### src/rtl/alu_pkg.sv
// ============================================================================
// Module : alu_pkg
// Desc   : Opcode encodings and default widths for the shared ALU datapath.
// Rev    : 1.0
// ============================================================================
`default_nettype none

package alu_pkg;

    localparam int ALU_WIDTH = 32;
    localparam int ALU_OPW   = 4;

    localparam logic [ALU_OPW-1:0] ALU_ADD  = 4'd0;
    localparam logic [ALU_OPW-1:0] ALU_SUB  = 4'd1;
    localparam logic [ALU_OPW-1:0] ALU_AND  = 4'd2;
    localparam logic [ALU_OPW-1:0] ALU_OR   = 4'd3;
    localparam logic [ALU_OPW-1:0] ALU_XOR  = 4'd4;
    localparam logic [ALU_OPW-1:0] ALU_SLL  = 4'd5;
    localparam logic [ALU_OPW-1:0] ALU_SRL  = 4'd6;
    localparam logic [ALU_OPW-1:0] ALU_SRA  = 4'd7;
    localparam logic [ALU_OPW-1:0] ALU_SLT  = 4'd8;
    localparam logic [ALU_OPW-1:0] ALU_SLTU = 4'd9;

endpackage

`default_nettype wire

### src/rtl/alu_core.sv
// ============================================================================
// Module : alu_core
// Desc   : Purely combinational ALU (add/sub/logic/shift/compare).
// Rev    : 1.0
// ============================================================================
`default_nettype none

module alu_core
    import alu_pkg::*;
#(
    parameter int WIDTH = ALU_WIDTH,
    parameter int OPW   = ALU_OPW
) (
    input  logic [OPW-1:0]   i_op,
    input  logic [WIDTH-1:0] i_a,
    input  logic [WIDTH-1:0] i_b,
    output logic [WIDTH-1:0] o_result
);

    logic [4:0] w_shamt;
    logic       w_slt;
    logic       w_sltu;

    assign w_shamt = i_b[4:0];
    assign w_slt   = ($signed(i_a) < $signed(i_b));
    assign w_sltu  = (i_a < i_b);

    always_comb begin
        o_result = '0;
        case (i_op)
            ALU_ADD:  o_result = i_a + i_b;
            ALU_SUB:  o_result = i_a - i_b;
            ALU_AND:  o_result = i_a & i_b;
            ALU_OR:   o_result = i_a | i_b;
            ALU_XOR:  o_result = i_a ^ i_b;
            ALU_SLL:  o_result = i_a << w_shamt;
            ALU_SRL:  o_result = i_a >> w_shamt;
            ALU_SRA:  o_result = $unsigned($signed(i_a) >>> w_shamt);
            ALU_SLT:  o_result = {{(WIDTH-1){1'b0}}, w_slt};
            ALU_SLTU: o_result = {{(WIDTH-1){1'b0}}, w_sltu};
            default:  o_result = '0;
        endcase
    end

endmodule

`default_nettype wire

### src/rtl/alu_share_arbiter.sv
// ============================================================================
// Module : alu_share_arbiter
// Desc   : Round-robin share of one ALU between two requesters with a single
//          registered result slot. Optional counters: ALU_ARB_PERF_CNT_EN.
// Rev    : 1.0
// ============================================================================
`default_nettype none

module alu_share_arbiter
    import alu_pkg::*;
#(
    parameter int WIDTH = ALU_WIDTH,
    parameter int OPW   = ALU_OPW
) (
    input  logic             clk,
    input  logic             rst,
    input  logic             req0_valid,
    output logic             req0_ready,
    input  logic [OPW-1:0]   req0_op,
    input  logic [WIDTH-1:0] req0_a,
    input  logic [WIDTH-1:0] req0_b,
    input  logic             req1_valid,
    output logic             req1_ready,
    input  logic [OPW-1:0]   req1_op,
    input  logic [WIDTH-1:0] req1_a,
    input  logic [WIDTH-1:0] req1_b,
    output logic             rsp_valid,
    input  logic             rsp_ready,
    output logic             rsp_id,
    output logic [WIDTH-1:0] rsp_result,
    output logic             rsp_zero
`ifdef ALU_ARB_PERF_CNT_EN
    ,
    output logic [31:0]      grant_cnt0,
    output logic [31:0]      grant_cnt1,
    output logic [31:0]      stall_cnt
`endif
);

    localparam logic [0:0] ST_EMPTY = 1'b0;
    localparam logic [0:0] ST_FULL  = 1'b1;

    logic [0:0]       r_state;
    logic             r_last_grant;
    logic             r_rsp_id;
    logic [WIDTH-1:0] r_rsp_result;
    logic             r_rsp_zero;

    logic             w_can_accept;
    logic             w_grant0;
    logic             w_grant1;
    logic             w_fire0;
    logic             w_fire1;
    logic             w_fire;
    logic [OPW-1:0]   w_op;
    logic [WIDTH-1:0] w_a;
    logic [WIDTH-1:0] w_b;
    logic [WIDTH-1:0] w_result;

    // last_grant==1 means requester 0 wins the next tie
    assign w_can_accept = (r_state == ST_EMPTY) | rsp_ready;
    assign w_grant0     = req0_valid & (~req1_valid | r_last_grant);
    assign w_grant1     = req1_valid & (~req0_valid | ~r_last_grant);
    assign w_fire0      = ~rst & w_can_accept & w_grant0;
    assign w_fire1      = ~rst & w_can_accept & w_grant1;
    assign w_fire       = w_fire0 | w_fire1;

    assign req0_ready   = w_fire0;
    assign req1_ready   = w_fire1;

    assign w_op = w_grant1 ? req1_op : req0_op;
    assign w_a  = w_grant1 ? req1_a  : req0_a;
    assign w_b  = w_grant1 ? req1_b  : req0_b;

    alu_core #(
        .WIDTH (WIDTH),
        .OPW   (OPW)
    ) u_alu_core (
        .i_op     (w_op),
        .i_a      (w_a),
        .i_b      (w_b),
        .o_result (w_result)
    );

    always_ff @(posedge clk) begin
        if (rst) begin
            r_state      <= ST_EMPTY;
            r_last_grant <= 1'b1;
            r_rsp_id     <= 1'b0;
            r_rsp_result <= '0;
            r_rsp_zero   <= 1'b0;
        end else if (w_fire) begin
            r_state      <= ST_FULL;
            r_last_grant <= w_fire1;
            r_rsp_id     <= w_fire1;
            r_rsp_result <= w_result;
            r_rsp_zero   <= (w_result == '0);
        end else if (rsp_ready) begin
            r_state      <= ST_EMPTY;
        end
    end

    assign rsp_valid  = (r_state == ST_FULL);
    assign rsp_id     = r_rsp_id;
    assign rsp_result = r_rsp_result;
    assign rsp_zero   = r_rsp_zero;

`ifdef ALU_ARB_PERF_CNT_EN
    logic [31:0] r_grant_cnt0;
    logic [31:0] r_grant_cnt1;
    logic [31:0] r_stall_cnt;

    always_ff @(posedge clk) begin
        if (rst) begin
            r_grant_cnt0 <= '0;
            r_grant_cnt1 <= '0;
            r_stall_cnt  <= '0;
        end else begin
            if (w_fire0)
                r_grant_cnt0 <= r_grant_cnt0 + 32'd1;
            if (w_fire1)
                r_grant_cnt1 <= r_grant_cnt1 + 32'd1;
            if (rsp_valid & ~rsp_ready)
                r_stall_cnt <= r_stall_cnt + 32'd1;
        end
    end

    assign grant_cnt0 = r_grant_cnt0;
    assign grant_cnt1 = r_grant_cnt1;
    assign stall_cnt  = r_stall_cnt;
`endif

endmodule

`default_nettype wire

### config.mk
export PLATFORM = sky130hd
export DESIGN_NAME = alu_share_arbiter
export DESIGN_NICKNAME = d
export VERILOG_FILES = /design/src/rtl/alu_pkg.sv /design/src/rtl/alu_core.sv /design/src/rtl/alu_share_arbiter.sv
export SDC_FILE = /design/constraint.sdc
export NUM_CORES = 1
export LEC_CHECK = 0
export ABC_AREA = 1
export CELL_PAD_IN_SITES_DETAIL_PLACEMENT = 1
export CELL_PAD_IN_SITES_GLOBAL_PLACEMENT = 1
export CORE_UTILIZATION = 41
export DETAILED_ROUTE_END_ITERATION = 12
export GPL_TIMING_DRIVEN = 0
export PLACE_DENSITY = 0.95
export SKIP_CTS_REPAIR_TIMING = 1
export SLEW_MARGIN = 40
export SYNTH_ARGS = -nofsm -noshare
export SYNTH_HDL_FRONTEND = slang
export SYNTH_SLANG_ARGS = --single-unit
export TNS_END_PERCENT = 5
### constraint.sdc
create_clock -name clk -period 12.3 [get_ports clk]
set_input_delay 3.075 -clock clk [delete_from_list [all_inputs] [get_ports clk]]
set_output_delay 3.075 -clock clk [all_outputs]
set_load 0.005 [all_outputs]
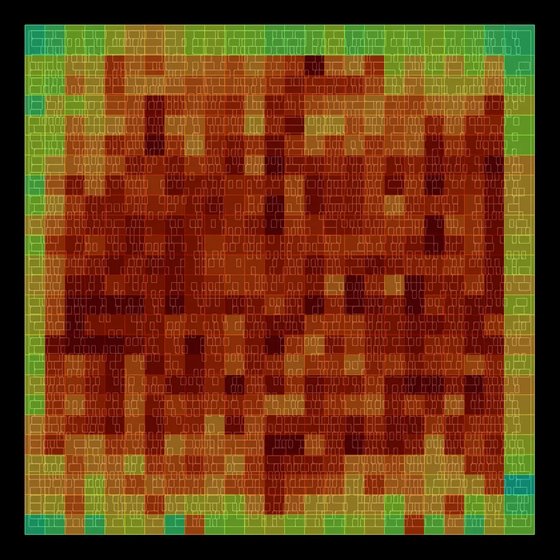
**Above:** congestion heat map.
met3 Resource Use GR: 0.119
final core occ: 0.499

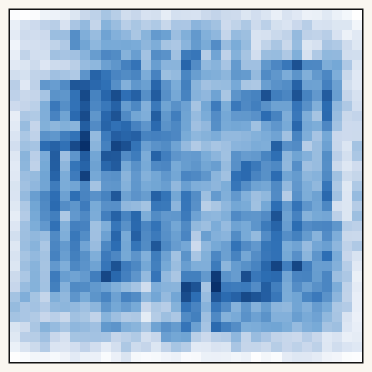
**Above:** signal metal coverage by tile.
Scale: 2 px per um. The die is cut into 35 by 35 equal tiles; white is low, dark blue is high, scaled to the fullest tile. Values are wire area over tile area, all layers added.
- mean over tiles: 0.45
- tiles over half the peak: 45%
- nearly empty tiles: 0.50%
gr usage total: 0.493
DR WL/cell: 26.0 um
via count: 18900
Routed WL: 78200 um

[kinds of logic (layout without fill, tap and decap cells)]
group / count (synthesis) / count (layout) / synth area share
DFF: 36 / 36 / 0.0580
and+or+nand+nor: 1492 / 1492 / 0.525
adders and majority gates: 99 / 99 / 0.101
buffers and inverters: 444 / 628 / 0.148
AOI/OAI and AO/OA: 368 / 368 / 0.168
[power groups by stage]
stage          clock, mW  sequential, mW  combinational, mW
3_5_place_dp           0           0.140               1.08
3_3_place_gp           0           0.139               1.05
6_report           0.130           0.138               1.14
4_1_cts            0.128           0.138               1.09
2_1_floorplan          0           0.140              0.651
5_1_grt            0.131           0.139               1.20
[stage by stage]
step,area (sq um),std cells,utilization,power [mW],worst slack (ns)
finish,14800,3013,0.499,1.41,2.99
global route,14800,3013,0.499,1.47,2.98
CTS,14800,3013,0.499,1.35,3.39
detailed placement,14700,3006,0.494,1.22,3.11
global placement,14700,3006,0.494,1.19,2.86
floorplan,12400,2439,-,0.790,5.33
[synthesized netlist by cell type, types with 9 or more instances]
cell type / count
a21oi_1: 136
o21bai_1: 13
o211ai_1: 21
nand3_1: 441
nor3_1: 25
dfxtp_1: 36
ha_1: 97
o21ai_1: 16
buf_2: 41
nand4_1: 18
nor2_1: 230
buf_6: 9
nand3b_1: 26
o22ai_1: 14
nand2_2: 21
o21ai_0: 127
buf_1: 10
inv_1: 317
clkbuf_1: 47
nand2_1: 702
[sequential cells by signal, summed over array words and instances (netlist names)]
signal	count
r_last_grant	1
rsp_id	1
rsp_zero	1
rsp_result	32
rsp_valid	1
[cell type report]
class,count,area share
Buffer,117,0.0417
Sequential cell,36,0.0486
Inverter,327,0.0828
Timing Repair Buffer,177,0.120
Multi-Input combinational cell,1959,0.665
Clock inverter,1,0.000338
Clock buffer,6,0.00869
Tap cell,390,0.0329
[cell usage in the layout, fill, tap and decap left out, types with 41 or more instances in the layout]
cell / synthesis / layout
a21oi_1: 136 / 136
buf_2: 41 / 41
clkbuf_1: 47 / 46
clkdlybuf4s50_1: 0 / 177
ha_1: 97 / 97
inv_1: 317 / 317
nand2_1: 702 / 702
nand3_1: 441 / 441
nor2_1: 230 / 229
o21ai_0: 127 / 127
[worst max path at each step]
| stage | from | endpoint | slack, ns | cells past startpoint |
|---|---|---|---|---|
| after floorplan | req0_valid | req1_ready | 5.33 | 6 |
| after CTS | req0_valid | rsp_zero | 3.39 | 23 |
| final | req0_valid | rsp_zero | 2.99 | 23 |
| after global placement | req0_valid | rsp_zero | 2.86 | 23 |
| after global routing | req0_valid | rsp_zero | 2.98 | 25 |
| after detailed placement | req0_valid | rsp_zero | 3.11 | 23 |
[metal layers]
metal | vias to the layer above | wire length, um | global-route usage
met4 | 2 | 7960 | 0.419
met3 | 447 | 8150 | 0.119
li1 | 8309 | - | -
met5 | - | 13 | 0
met2 | 1272 | 33500 | 0.780
met1 | 8917 | 28600 | 0.559
==> impl_metrics.toml <==
# synthesis and place-and-route metrics
[timing]
slew_headroom = 0.364
period_used_share = 0.757
tightest_slew_ns = 0.953
setup_viol = 0
skew_ns = 0.0127
period_minus_slack_ns = 9.31
fmax_ghz = 0.107
fin_setup_tns_ns = 0
rsz0062_at_grt = "no"
hold_viol_final = 0
hold_slack_ns = 0.486
drv_slew = 0

[logic_synthesis]
synth_cells = 2439
ys_cells = 2439
yosysSeqAreaShare = 0.0580
flop_cell = "dfxtp_1"
async_reset_ff_frac = 0
post-synth-top-area-fraction = 0.212
floorplan.nets = 2679
syn_avg_cell_area_sq_um = 5.09
yosysChipArea_sq_mm = 0.0124
ys.flops = 36
netlist_area_sq_mm = 0.0124
yosysUniqueCellTypes = 46
synth-edff-count = 0
largest_area_cell = "nand2_1"
top_cells_by_area = "nand2_1 21%, nand3_1 18%, ha_1 9.8%"
yosysWarnings = 0

[setup_path]
required_ns = 12.52
r2r-end = "rsp_zero"
cp_num_buf_inv = 7
regToRegSetupSlack_ns = 5.90
critPathMaxFanout = 10
cp_top_family = "buffers and inverters"
ff2ff_path_depth = 22
arrival_ns = 9.53
cp_cell_sequence = "clkdlybuf4s50_1, nand2_4, nand2_4, buf_12, buf_6, clkbuf_2, clkbuf_1, o21ai_0, ha_1, clkbuf_1, inv_1, a21o_1, a21oi_1, o21ai_0, a21oi_1, nand2_1, o21ai_0, nand3_1, nor2_1, nand3_1, nor2_1, nand3_1, a21oi_1"
start_kind = "input pin"
worst_r2r_startpoint = "r_last_grant"
crit_type = "input pin to register"
end_kind = "register"
critPathMaxStageDelay_ns = 0.70
cp_slowest_cell = "clkbuf_1"

[run_status]
status = "complete, no violations"

[pwr]
seqPwrFrac = 0.098
switchingPower_uw = 883
power_density_mw_per_mm2 = 95.2
internal_power_uw = 529
ir_drop_uv = 63.2
combPwrFrac = 0.811
swShare = 0.625
leakagePower_nw = 7.60
pwr-share-clk = 0.092

[floorplan]
rows = 63
fp.dieW_um = 176
coreArea_sq_mm = 0.0297
die_h_um = 176
fp_util = 0.418
die_area_sq_mm = 0.0310
io_pins = 178

[clock_tree]
clk_path_buf_depth = 2
htree_levels = 2
cts.clk_slew.worst_paths_ns = 0.06
clkSinkCount = 36
cts_tree = "built"
cts_made_buffers = 5
clk_latency_ns = 0.30
cts-root-buf = "clkbuf_16"

[global_routing]
grt_pass1_vias = 18900
grt_max_degree = 13
grt_pass1_wl_um = 114000
antenna_found_initial = 2
gr-total-overflow = 0

[min_path]
min_path_type = "register to register"
holdPathStages = 2
whs_endpoint = "rsp_zero"
min_from = "rsp_zero"

[cells_and_area]
combGateArea_sq_mm = 0.00986
area_growth_pct = 19.4
diodes = 0
nFillCells = 4482
num-nets-final = 2863
final_layout_size_suffix_gt1_frac = 0.0484
regArea_sq_um = 721

[route]
via_per_inst = 6.29
route.antenna.remaining_nets = 0
dr.pass1.iters = 7
drt_iter0_drc = 2054
post-route-drc-count = 0

[placed_design]
hpwl_um = 65100
place_congestion = 1.15
port_buffers = 177

[run]
maxCapViolCount = 0
tool_warnings = 91
Power is estimated from default activity; no workload was simulated.
